<file path="src/rtl/switch_event_generator.sv">
// Push-button front end: synchronizer, debouncer, edge detect and hold-to-repeat
// FSM producing single-cycle step pulses for a downstream counter.
module switch_event_generator #(
  parameter int DEBOUNCE_LIMIT = 250000,
  parameter int HOLD_DELAY     = 12500000,
  parameter int REPEAT_PERIOD  = 2500000,
  parameter int CNT_W          = 24
) (
  input  logic i_clk,
  input  logic i_rst,
  input  logic i_sw,
  output logic o_sw,
  output logic o_press,
  output logic o_release,
  output logic o_repeat,
  output logic o_step
);

  localparam logic [CNT_W-1:0] DEB_LAST  = CNT_W'(DEBOUNCE_LIMIT - 1);
  localparam logic [CNT_W-1:0] HOLD_LAST = CNT_W'(HOLD_DELAY - 1);
  localparam logic [CNT_W-1:0] REP_LAST  = CNT_W'(REPEAT_PERIOD - 1);

  typedef enum logic [1:0] {IDLE, HELD, REPEAT} state_t;

  logic             sync_a;
  logic             sw_sync;
  logic [CNT_W-1:0] deb_cnt;
  logic             sw_delayed;
  logic             rise;
  logic             fall;
  state_t           state;
  state_t           next_state;
  logic [CNT_W-1:0] hold_cnt;
  logic [CNT_W-1:0] next_hold_cnt;
  logic             step_next;
  logic             repeat_next;

  // Only the first synchronizer flop ever sees the raw asynchronous input.
  always_ff @(posedge i_clk) begin
    if (i_rst) begin
      sync_a  <= 1'b0;
      sw_sync <= 1'b0;
    end else begin
      sync_a  <= i_sw;
      sw_sync <= sync_a;
    end
  end

  always_ff @(posedge i_clk) begin
    if (i_rst) begin
      o_sw    <= 1'b0;
      deb_cnt <= '0;
    end else if (sw_sync != o_sw) begin
      if (deb_cnt == DEB_LAST) begin
        o_sw    <= sw_sync;
        deb_cnt <= '0;
      end else begin
        deb_cnt <= deb_cnt + CNT_W'(1);
      end
    end else begin
      deb_cnt <= '0;
    end
  end

  assign rise = o_sw & ~sw_delayed;
  assign fall = ~o_sw & sw_delayed;

  always_ff @(posedge i_clk) begin
    if (i_rst) begin
      sw_delayed <= 1'b0;
      o_press    <= 1'b0;
      o_release  <= 1'b0;
    end else begin
      sw_delayed <= o_sw;
      o_press    <= rise;
      o_release  <= fall;
    end
  end

  // Step and repeat are registered so they line up with o_press/o_release.
  always_ff @(posedge i_clk) begin
    if (i_rst) begin
      state    <= IDLE;
      hold_cnt <= '0;
      o_step   <= 1'b0;
      o_repeat <= 1'b0;
    end else begin
      state    <= next_state;
      hold_cnt <= next_hold_cnt;
      o_step   <= step_next;
      o_repeat <= repeat_next;
    end
  end

  always_comb begin
    next_state    = state;
    next_hold_cnt = hold_cnt;
    case (state)
      IDLE: begin
        if (rise) begin
          next_state    = HELD;
          next_hold_cnt = '0;
        end
      end
      HELD: begin
        next_hold_cnt = hold_cnt + CNT_W'(1);
        if (fall) begin
          next_state = IDLE;
        end else if (hold_cnt == HOLD_LAST) begin
          next_state    = REPEAT;
          next_hold_cnt = '0;
        end
      end
      REPEAT: begin
        next_hold_cnt = hold_cnt + CNT_W'(1);
        if (fall) begin
          next_state = IDLE;
        end else if (hold_cnt == REP_LAST) begin
          next_hold_cnt = '0;
        end
      end
      default: begin
        next_state    = IDLE;
        next_hold_cnt = '0;
      end
    endcase
  end

  // A release wins over a coinciding terminal count.
  always_comb begin
    step_next   = 1'b0;
    repeat_next = 1'b0;
    case (state)
      HELD: begin
        if (fall) begin
          step_next = 1'b1;
        end else if (hold_cnt == HOLD_LAST) begin
          step_next   = 1'b1;
          repeat_next = 1'b1;
        end
      end
      REPEAT: begin
        if (!fall && hold_cnt == REP_LAST) begin
          step_next   = 1'b1;
          repeat_next = 1'b1;
        end
      end
      default: begin
        step_next   = 1'b0;
        repeat_next = 1'b0;
      end
    endcase
  end

endmodule

</file>
<file path="config.mk">
export PLATFORM = sky130hd
export DESIGN_NAME = switch_event_generator
export DESIGN_NICKNAME = d
export VERILOG_FILES = /design/src/rtl/switch_event_generator.sv
export SDC_FILE = /design/constraint.sdc
export NUM_CORES = 1
export LEC_CHECK = 0
export ABC_CLOCK_PERIOD_IN_PS = 1850
export CAP_MARGIN = 25
export CELL_PAD_IN_SITES_DETAIL_PLACEMENT = 1
export CELL_PAD_IN_SITES_GLOBAL_PLACEMENT = 1
export CORE_UTILIZATION = 42
export DETAILED_ROUTE_END_ITERATION = 10
export GPL_TIMING_DRIVEN = 0
export PLACE_DENSITY = 0.75
export SLEW_MARGIN = 20
export SYNTH_ARGS = -nofsm -noshare
export SYNTH_HDL_FRONTEND = slang
export SYNTH_SLANG_ARGS = --single-unit
</file>
<file path="constraint.sdc">
create_clock -name i_clk -period 1.85 [get_ports i_clk]
set_clock_uncertainty 0.2 [all_clocks]
set_input_delay 0.2775 -clock i_clk [delete_from_list [all_inputs] [get_ports i_clk]]
set_output_delay 0.2775 -clock i_clk [all_outputs]
set_load 0.1 [all_outputs]
</file>
Run 1, clock network drawn from the DEF:
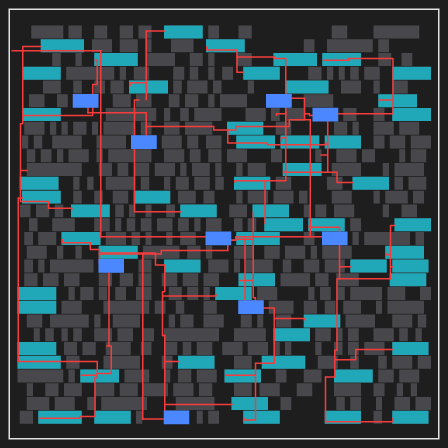
[red] clock wires | length: 932 microns
[cyan] flip-flops | count: 58
[blue] clock-net drivers | count: 9
routed clock nets: 10
Clock Power: 1.38 mW
Late-Pin Clk Latency: 0.35 ns
clock power share: 0.440

Run 1, sequential cells colored by netlist name:
The bar under the picture is 20 microns long.
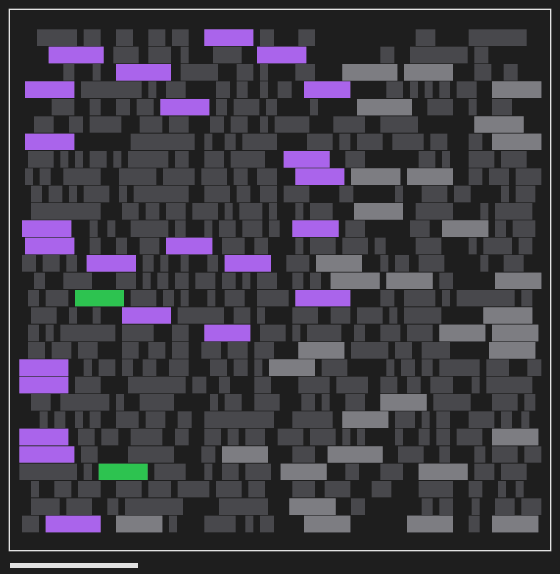
| color | netlist name | flops |
|---|---|---|
| green | state | 2 |
| purple | hold_cnt | 24 |
area used by sequential logic in the layout: 0.00122 sq mm
final standard cell utilization of the core: 0.663
sequential fraction of total cell area: 0.285

==> flow_summary.toml, run 1 <==
# physical design summary
[critical_path]
critical-path-top-delay-family = "AND-OR/OR-AND gates"
regToRegStartpoint = "state[0]"
crit_end_category = "flip-flop"
rr_worst_depth = 9
path_buffers = 3
r2r-end = "hold_cnt[10]"
worst_path_max_fanout = 8
critPathSlowestCell = "dfxtp_2"
timing.critical_path.from_type = "flip-flop"
critical_path.max_stage_delay_ns = 0.37
crit_required_ns = 1.90
worstSetupPathType = "reg2reg"
crit_chain = "inv_2 -> ha_4 -> nand2_4 -> nand4_1 -> a31oi_4 -> buf_8 -> buf_4 -> nand2b_1 -> a31oi_1"
crit_path_end = "hold_cnt[10]"

[cells_and_area]
design.final.nets = 402
logic_area_sq_mm = 0.00210
num-nonclk-inverters = 15
area_delta_synth_final_pct = 49.5
antenna_cells_inserted = 0
layout.clock.cell_area_share = 0.0535
layout.comb_gates.multi_input = 254
area.share.combinational = 0.491
fillCellCount = 697
layout_top_registers = "deb_cnt (24), hold_cnt (24), state (2)"
design_area_sq_mm = 0.00428
area_share_nonclk_buffers = 0.135
num-clock-buffers = 12
ff_count = 58
area_dominant_class = "combinational gates"
layout-drive-gt1-share = 0.476

[outcome]
outcome = "finished with violations"
failed_checks = "setup timing"

[synth]
ys_area_sq_mm = 0.00286
syn_area_per_cell_sq_um = 8.50
synthesis.area_sq_mm = 0.00286
ys.flops = 58
async_reset_ff_frac = 0
yosysTopAreaCellShare = 0.405
fp_nets = 345
dominant_register_cell = "dfxtp_1"
enable_flop_cells = 0
synth-seq-area-share = 0.405
yosys-top-cells-count = "58 x dfxtp_1, 38 x nor2_1, 34 x nand2_1"
synth_warnings = 0
synth_dominant_cell_count = "dfxtp_1"
post-synth-top-area-cell = "dfxtp_1"
top_cells_by_area = "dfxtp_1 41%, nand3_1 5.1%, nor2_1 5.0%"
synth_cell_type_count = 53

[global_route]
global_route.usage.met3 = 0.0649
via_count_of_the_first_global_routing_pass = 3008
number_of_antenna_violations_at_the_first_check_in_global_routing = 0
groute.layer.met2.usage = 0.501
total_global_routing_overflow = 0
met1_capacity_usage_during_global_routing = 0.295
grt_first_pass_wirelength_mm = 15.2
global_route.usage.total = 0.278

[floorplan]
core_area_sq_mm = 0.00646
chip_area_sq_mm = 0.00715
io_pins = 8
tapcell.inserted = 77
die_x_microns = 84.6
die_h_microns = 84.6
initial_core_util = 0.443

[clock_network]
clock_tree_from_tritoncts = "built"
post_cts_resize_count = 94
ctsRootBufferMaster = "clkbuf_8"
tritoncts_num_sinks = 58
cts.repair_timing.setup_buffer_count = 28
ctsHoldBuffers = 0
clk_pin_slew_worst_paths_ns = 0.07
cts_max_path_buffers = 2
htree_levels = 3
cts_buffer_count = 9

[power_and_ir_drop]
share_comb_of_total_power = 0.152
total_leakage_power_nw = 1.49
power.sequential.fraction = 0.408
power_mw = 3.12
seq_cell_power_mw = 1.27
netSwitchingPower_mw = 0.837
power_density_mw_per_mm2 = 729
top_power_group = "clock"
irDropWorstVdd_mv = 0.574

[worst_hold_path]
min-delay-start = "sync_a"
holdCritPathClass = "reg2reg"
whs_endpoint = "sw_sync"

[final_timing]
finalHoldViolCount = 0
period_used_share = 1.20
finalWorstSetupSlack_ns = -0.379
timing.hold.ws_ns = 0.258
final_period_minus_worst_setup_slack_ns = 2.23
timing.final.setup_violations = 47
max_clock_freq_mhz = 449
slew_viol_final = 0

[drt]
wl_per_cell_microns = 21.8
drt_pass1_iterations = 4
route.vias.total = 2856
wl_mm = 10.4
highest-signal-layer = "met4"
drc_errors = 0
dr.first_iter.drc_count = 91
route.antenna.remaining_nets = 0
m1WireLength_mm = 4.02

[run]
stage_log_warnings = 31
drv.max_cap_violation_count = 0

[place]
dp_cells = 421
dp_slack_ns = -0.661
portBuffers = 7
Run 1, cells by drive strength:
The bar under the picture is 20 microns long.
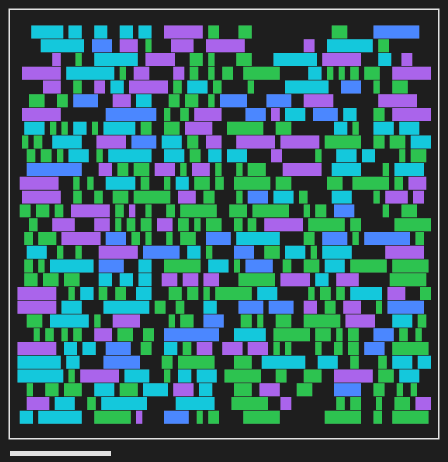
| color | size | cells |
|---|---|---|
| purple | x2 | 73 |
| blue | x6 and larger | 32 |
| green | x1 and smaller | 209 |
| cyan | x3 and x4 | 85 |

run 1: placed cells by master (no fill, tap or decap), drive strengths merged, types with 7 or more instances in the layout:
| cell | instances |
|---|---|
| a21oi | 14 |
| dfxtp | 58 |
| xnor2 | 12 |
| nor3 | 8 |
| nor2 | 39 |
| xor2 | 9 |
| nand2 | 34 |
| nand3 | 31 |
| buf | 45 |
| clkbuf | 16 |
| or3 | 7 |
| nand4 | 14 |
| and3 | 11 |
| inv | 15 |
| o21ai | 12 |
run 1: cell families after synthesis:
kind of cell,after synthesis,share of synthesized area
buffers and inverters,25,0.0432
adders and majority gates,5,0.0218
and+or+nand+nor,173,0.336
AOI/OAI and AO/OA,51,0.115
xor gates and xnor gates,21,0.0642
muxes,4,0.0140
DFF,58,0.405
Run 1, signal metal coverage by tile:
17 x 17 tiles, from dark blue (low) to red (high), scaled to the fullest tile. Values are wire area over tile area, all layers added.
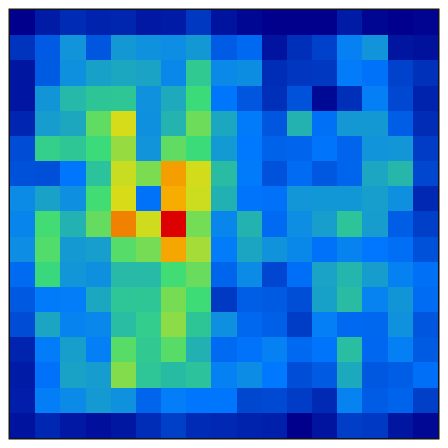

==> run 1 -> run 2 <==
SKIP_CTS_REPAIR_TIMING = 1   (was unset)
Run 2, signal metal coverage by tile:
17 x 17 tiles, from dark blue (low) to red (high), scaled to the fullest tile. Values are wire area over tile area, all layers added.
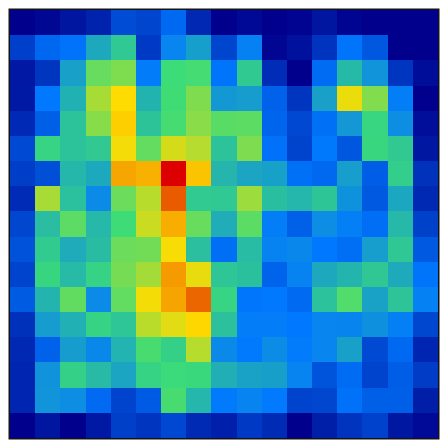
nearly empty tiles: 6.2%
mean over tiles: 0.21
tiles over half the peak: 19%
densest ninth of the die: middle
fullest tile: 0.65

==> flow_summary.toml, run 2 <==
# physical design summary
[clock_network]
cts_max_path_buffers = 2
clk_pin_slew_worst_paths_ns = 0.07
ctsRootBufferMaster = "clkbuf_8"
tritoncts_num_sinks = 58
cts_buffer_count = 9

[critical_path]
crit_end_category = "flip-flop"
critical_path.max_stage_delay_ns = 0.36
worst_path_max_fanout = 7
path_buffers = 2
timing.critical_path.from_type = "flip-flop"
critical-path-top-delay-family = "simple AND/OR/NAND/NOR gates"
critPathSlowestCell = "dfxtp_4"

[floorplan]
die_h_microns = 84.6
tapcell.inserted = 77
core_area_sq_mm = 0.00646
io_pins = 8
chip_area_sq_mm = 0.00715

[synth]
ys_sh_simple = 0.336
dominant_register_cell = "dfxtp_1"
yosys.area_share.xor_xnor = 0.0642
enable_flop_cells = 0
synth-seq-area-share = 0.405
yosysTopAreaCellShare = 0.405
topCombFamilyByArea = "simple AND/OR/NAND/NOR gates"
yosys-mux-area-fraction = 0.0140
synthAdderAreaFrac = 0.0218
top_cells_by_area = "dfxtp_1 41%, nand3_1 5.1%, nor2_1 5.0%"
post-synth-top-area-cell = "dfxtp_1"
synth_warnings = 0
synthesis.area_sq_mm = 0.00286
yosys-top-cells-count = "58 x dfxtp_1, 38 x nor2_1, 34 x nand2_1"
async_reset_ff_frac = 0
ys.flops = 58
aoi_share = 0.115
syn_area_per_cell_sq_um = 8.50
fp_nets = 345
synth_dominant_cell_count = "dfxtp_1"

[cells_and_area]
design_area_sq_mm = 0.00423
layout-drive-gt1-share = 0.447
ff_count = 58
antenna_cells_inserted = 0
logic_area_sq_mm = 0.00209
area.share.combinational = 0.493
num-clock-buffers = 12
design.final.nets = 397
layout.comb_gates.multi_input = 254
flop_area_sq_mm = 0.00121
finish.utilization = 0.656
area_delta_synth_final_pct = 47.8
num-nonclk-inverters = 15
area_dominant_class = "combinational gates"
layout.clock.cell_area_share = 0.0541
mostFrequentLayoutCell = "dfxtp_1"
sh_seq_area = 0.287
fillCellCount = 700
lay_top_cells = "33 x dfxtp_1, 30 x nand2_1, 24 x buf_4"

[outcome]
failed_checks = "setup timing"
outcome = "finished with violations"

[power_and_ir_drop]
netSwitchingPower_mw = 0.803
top_power_group = "clock"
irDropWorstVdd_mv = 0.644
seq_cell_power_mw = 1.28
share_comb_of_total_power = 0.143
total_leakage_power_nw = 1.48
power_density_mw_per_mm2 = 730
share_clk_of_total_power = 0.441
power.clock.total_mw = 1.36

[final_timing]
slew_viol_final = 0
finalHoldViolCount = 0
max_clock_freq_mhz = 448
finalWorstSetupSlack_ns = -0.380
timing.hold.ws_ns = 0.257
final_period_minus_worst_setup_slack_ns = 2.23
timing.final.setup_violations = 48
period_used_share = 1.21

[global_route]
grt_first_pass_wirelength_mm = 12.6
number_of_antenna_violations_at_the_first_check_in_global_routing = 0
total_global_routing_overflow = 0
via_count_of_the_first_global_routing_pass = 2680

[worst_hold_path]
holdCritPathClass = "reg2reg"

[drt]
drt_pass1_iterations = 4
wl_per_cell_microns = 20.6
route.antenna.remaining_nets = 0
route.vias.total = 2773
m1WireLength_mm = 3.70
wl_mm = 9.72
highest-signal-layer = "met4"

[place]
dp_slack_ns = -0.661
portBuffers = 7

[run]
stage_log_warnings = 30
==> run 2: worst paths after layout <==
check | slack, ns | cells after the start | endpoint | start
max | -0.38 | 9 | hold_cnt[2] | hold_cnt[0]
min | 0.26 | 1 | sw_sync | sync_a
max reg2reg | -0.38 | 9 | hold_cnt[2] | hold_cnt[0]
min reg2reg | 0.26 | 1 | sw_sync | sync_a
==> run 2: routing by layer <==
metal	vias to the layer above	GRT usage
li1	1315	-
met1	1381	0.247
met2	54	0.406
met3	23	0.0619
met4	0	0.0986
met5	-	0
==> run 2: metrics by stage <==
| step | total power [mW] | instances |
|---|---|---|
| global route | 3.19 | 471 |
| finish | 3.09 | 471 |
| floorplan | 1.49 | 337 |
| detailed placement | 1.57 | 421 |
| global placement | 1.56 | 421 |
| CTS | 2.94 | 437 |
No activity file was given, so power comes from the tool's default toggle rates.
